`config.mk`:
```
export PLATFORM = sky130hd
export DESIGN_NAME = vga_timing_gen
export DESIGN_NICKNAME = d
export VERILOG_FILES = /design/src/rtl/vga_timing_gen.sv
export SDC_FILE = /design/constraint.sdc
export NUM_CORES = 1
export LEC_CHECK = 0
export CORE_AREA = 3 3 67 69
export CTS_BUF_LIST = sky130_fd_sc_hd__clkbuf_8
export CTS_CLUSTER_DIAMETER = 100
export DETAILED_ROUTE_END_ITERATION = 12
export DIE_AREA = 0 0 70 72
export DONT_BUFFER_PORTS = 1
export PLACE_DENSITY = 0.54
export SYNTH_ARGS = -nofsm -noshare
export SYNTH_HDL_FRONTEND = slang
export SYNTH_SLANG_ARGS = --single-unit
```
`constraint.sdc`:
```
create_clock -name clk -period 1.6 [get_ports clk]
set_input_delay 0.16 -clock clk [delete_from_list [all_inputs] [get_ports clk]]
set_output_delay 0.16 -clock clk [all_outputs]
set_load 0.005 [all_outputs]
```
`src/rtl/vga_timing_gen.sv`:
```
// Parametrised VGA raster timing generator: pixel address, syncs, visible flag, line/frame strobes.
// Optional 16-bit frame counter output when VGA_TIMING_FRAME_CNT_EN is defined.
module vga_timing_gen #(
    parameter int unsigned H_VISIBLE  = 640,
    parameter int unsigned H_FRONT    = 16,
    parameter int unsigned H_SYNC     = 96,
    parameter int unsigned H_BACK     = 48,
    parameter int unsigned V_VISIBLE  = 480,
    parameter int unsigned V_FRONT    = 10,
    parameter int unsigned V_SYNC     = 2,
    parameter int unsigned V_BACK     = 33,
    parameter logic        H_SYNC_POL = 1'b0,
    parameter logic        V_SYNC_POL = 1'b0,
    parameter int unsigned COL_BITS   = 10,
    parameter int unsigned ROW_BITS   = 10
) (
    input  logic                clk,
    input  logic                reset,
    input  logic                enable,
    output logic [COL_BITS-1:0] column,
    output logic [ROW_BITS-1:0] row,
    output logic                hsync,
    output logic                vsync,
    output logic                visible,
    output logic                line_end,
    output logic                frame_end
`ifdef VGA_TIMING_FRAME_CNT_EN
    ,
    output logic [15:0]         frame_count
`endif
);

    localparam int unsigned H_TOTAL = H_VISIBLE + H_FRONT + H_SYNC + H_BACK;
    localparam int unsigned V_TOTAL = V_VISIBLE + V_FRONT + V_SYNC + V_BACK;

    localparam logic [COL_BITS-1:0] H_LAST   = COL_BITS'(H_TOTAL - 1);
    localparam logic [COL_BITS-1:0] H_VIS    = COL_BITS'(H_VISIBLE);
    localparam logic [COL_BITS-1:0] HS_FIRST = COL_BITS'(H_VISIBLE + H_FRONT);
    localparam logic [COL_BITS-1:0] HS_LAST  = COL_BITS'(H_VISIBLE + H_FRONT + H_SYNC - 1);
    localparam logic [ROW_BITS-1:0] V_LAST   = ROW_BITS'(V_TOTAL - 1);
    localparam logic [ROW_BITS-1:0] V_VIS    = ROW_BITS'(V_VISIBLE);
    localparam logic [ROW_BITS-1:0] VS_FIRST = ROW_BITS'(V_VISIBLE + V_FRONT);
    localparam logic [ROW_BITS-1:0] VS_LAST  = ROW_BITS'(V_VISIBLE + V_FRONT + V_SYNC - 1);

    if (H_TOTAL > (2 ** COL_BITS)) begin : g_col_width_chk
        $error("vga_timing_gen: COL_BITS too small for H_TOTAL");
    end
    if (V_TOTAL > (2 ** ROW_BITS)) begin : g_row_width_chk
        $error("vga_timing_gen: ROW_BITS too small for V_TOTAL");
    end

    logic [COL_BITS-1:0] col_nxt;
    logic [ROW_BITS-1:0] row_nxt;
    logic                hsync_nxt;
    logic                vsync_nxt;
    logic                visible_nxt;

    // Decodes look at the next address so they land in the same cycle as it.
    always_comb begin
        col_nxt = column;
        row_nxt = row;
        if (enable) begin
            if (column == H_LAST) begin
                col_nxt = '0;
                row_nxt = (row == V_LAST) ? '0 : row + ROW_BITS'(1);
            end else begin
                col_nxt = column + COL_BITS'(1);
            end
        end
        hsync_nxt   = ((col_nxt >= HS_FIRST) && (col_nxt <= HS_LAST)) ? H_SYNC_POL : ~H_SYNC_POL;
        vsync_nxt   = ((row_nxt >= VS_FIRST) && (row_nxt <= VS_LAST)) ? V_SYNC_POL : ~V_SYNC_POL;
        visible_nxt = (col_nxt < H_VIS) && (row_nxt < V_VIS);
    end

    always_ff @(posedge clk or negedge reset) begin
        if (!reset) begin
            column  <= '0;
            row     <= '0;
            hsync   <= ~H_SYNC_POL;
            vsync   <= ~V_SYNC_POL;
            visible <= 1'b1;
        end else begin
            column  <= col_nxt;
            row     <= row_nxt;
            hsync   <= hsync_nxt;
            vsync   <= vsync_nxt;
            visible <= visible_nxt;
        end
    end

    assign line_end  = enable && (column == H_LAST);
    assign frame_end = line_end && (row == V_LAST);

`ifdef VGA_TIMING_FRAME_CNT_EN
    always_ff @(posedge clk or negedge reset) begin
        if (!reset) begin
            frame_count <= '0;
        end else if (frame_end) begin
            frame_count <= frame_count + 16'd1;
        end
    end
`endif

endmodule
```
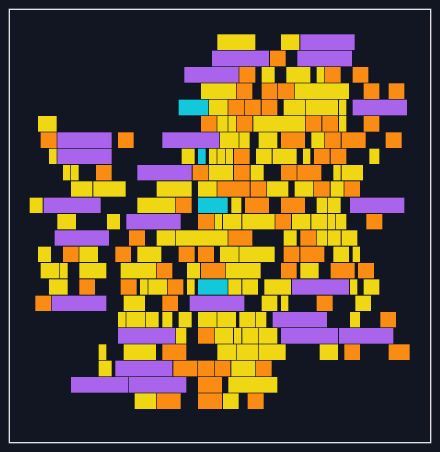
Fig. 1. Placement by cell class.
(6 px per um)
- other buffers and delay cells: orange (cells 74)
- all other logic: yellow (cells 115)
- flops: purple (cells 23)
- clock drivers and dummy loads: cyan (cells 4)

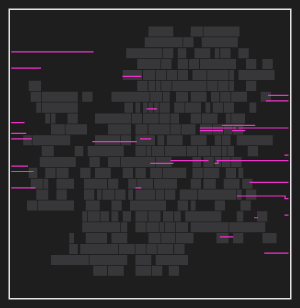
Fig. 2. Signal wires on met3.
(4 px per um) Cells faint in the background.
- longest straight run: 20.2 um
- nets with wire on the layer: 25
- main direction: horizontal

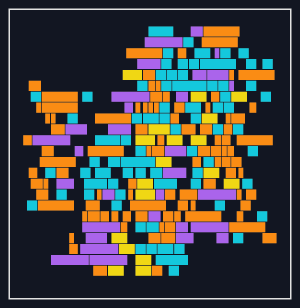
Fig. 3. Cells by drive strength.
(4 px per um)
- drive 3 to 4: cyan (cells 74; share 34%)
- drive 2: purple (cells 30; share 14%)
- drive 6 and up: yellow (cells 18; share 8.3%)
- drive 1 or less: orange (cells 94; share 44%)

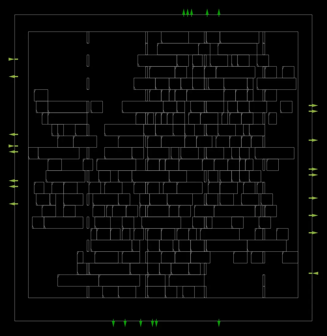
Fig. 4. Placed standard cells.
Std-Cell Core Area: 3970 um2
fin util: 57.5%
Std-Cell Rows: 23
num sequential: 23

==> results.txt <==
placement-stage worst setup slack: -0.212 ns
Layout Area Growth over Synthesis: 59.4%
mean instance size in the synthesized netlist: 9.87 um2
result of the run: finished with violations
Congestion Overflow GR: 0
Starting DRT DRC Count: 79
Setup-failing EPs final: 15
top cell type by total area after synthesis: dfrtp_1
critical path class: reg -> reg
slack of the critical path: -0.254 ns
remaining number of nets flagged by the antenna check after routing: 0
Longest Clk Path Bufs: 2
post-detailed-placement half-perimeter wirelength: 3.04 mm
top-area cell type share of the netlist area: 35.0%
Diodes inserted: 0
fraction of final layout cells with drive strength greater than 1: 56.5%
width of the die: 70 um
total routing resource utilization after global routing: 16.9%
mapped cell area: 1430 um2
required time reported for the critical path endpoint: 1.81 ns
XOR/XNOR Area Share: 6.12%
wire length of the first global-routing pass: 6.89 mm
reported max-cap violation count: 0
most instantiated library cell after synthesis: dfrtp_1
warnings from Yosys: 0
FP Util: 36.0%
total DRC errors in the routed layout: 0
violations in the final reports: negative setup slack
final-stage net count: 223
initial antenna violation count: 0
register area share after synthesis: 40.5%
metal layers:
layer  track usage [%]  wire length, um
met5                 0                0
met2              31.3             2440
met4              5.96               99
met1              19.5             1770
met3              3.19              189
flip-flops by register name (all words and copies together), names as in the netlist:
| signal | flops |
|---|---|
| vsync | 1 |
| visible | 1 |
| row | 10 |
| hsync | 1 |
| column | 10 |
cell type report:
class | count | area (um2) | share of cell area, %
clock buffer | 3 | 41.3 | 1.81
multi-input combinational | 109 | 942 | 41.3
clock inverter | 1 | 3.75 | 0.164
timing repair buffer | 74 | 618 | 27.1
sequential | 23 | 587 | 25.7
tap | 50 | 62.6 | 2.74
inverter | 6 | 27.5 | 1.21
repair_timing:
item / CTS / global route
pin swaps: 11 / 10
buffers inserted: 14 / 9
hold buffers: 1 / 0
hold endpoints to repair: 23 / 0
gates resized: 17 / 36
setup endpoints to repair: 15 / 16
cloned: 0 / 0
per-stage QoR:
step	power [mW]	setup TNS, ns
2_1_floorplan	1.05	-0.287
3_3_place_gp	1.27	-0.974
3_5_place_dp	1.29	-1.30
4_1_cts	1.70	-0.861
5_1_grt	1.85	-2.65
6_report	1.74	-1.73
power by group:
| group | internal, mW | total (mW) | switching (mW) | leakage [nW] |
|---|---|---|---|---|
| Sequential | 0.673 | 0.763 | 0.0897 | 0.280 |
| Clock | 0.172 | 0.373 | 0.201 | 0.0269 |
| Combinational | 0.303 | 0.600 | 0.298 | 0.718 |
| Total | 1.15 | 1.74 | 0.588 | 1.02 |
worst max-delay path by stage:
stage	end	depth (start not counted)
final	visible$_DFF_PN1_	5
after global routing	hsync$_DFF_PN1_	5
after CTS	visible$_DFF_PN1_	5
after detailed placement	hsync$_DFF_PN1_	7
after global placement	visible$_DFF_PN1_	7
after floorplan	visible$_DFF_PN1_	6
Power is estimated from default activity; no workload was simulated.
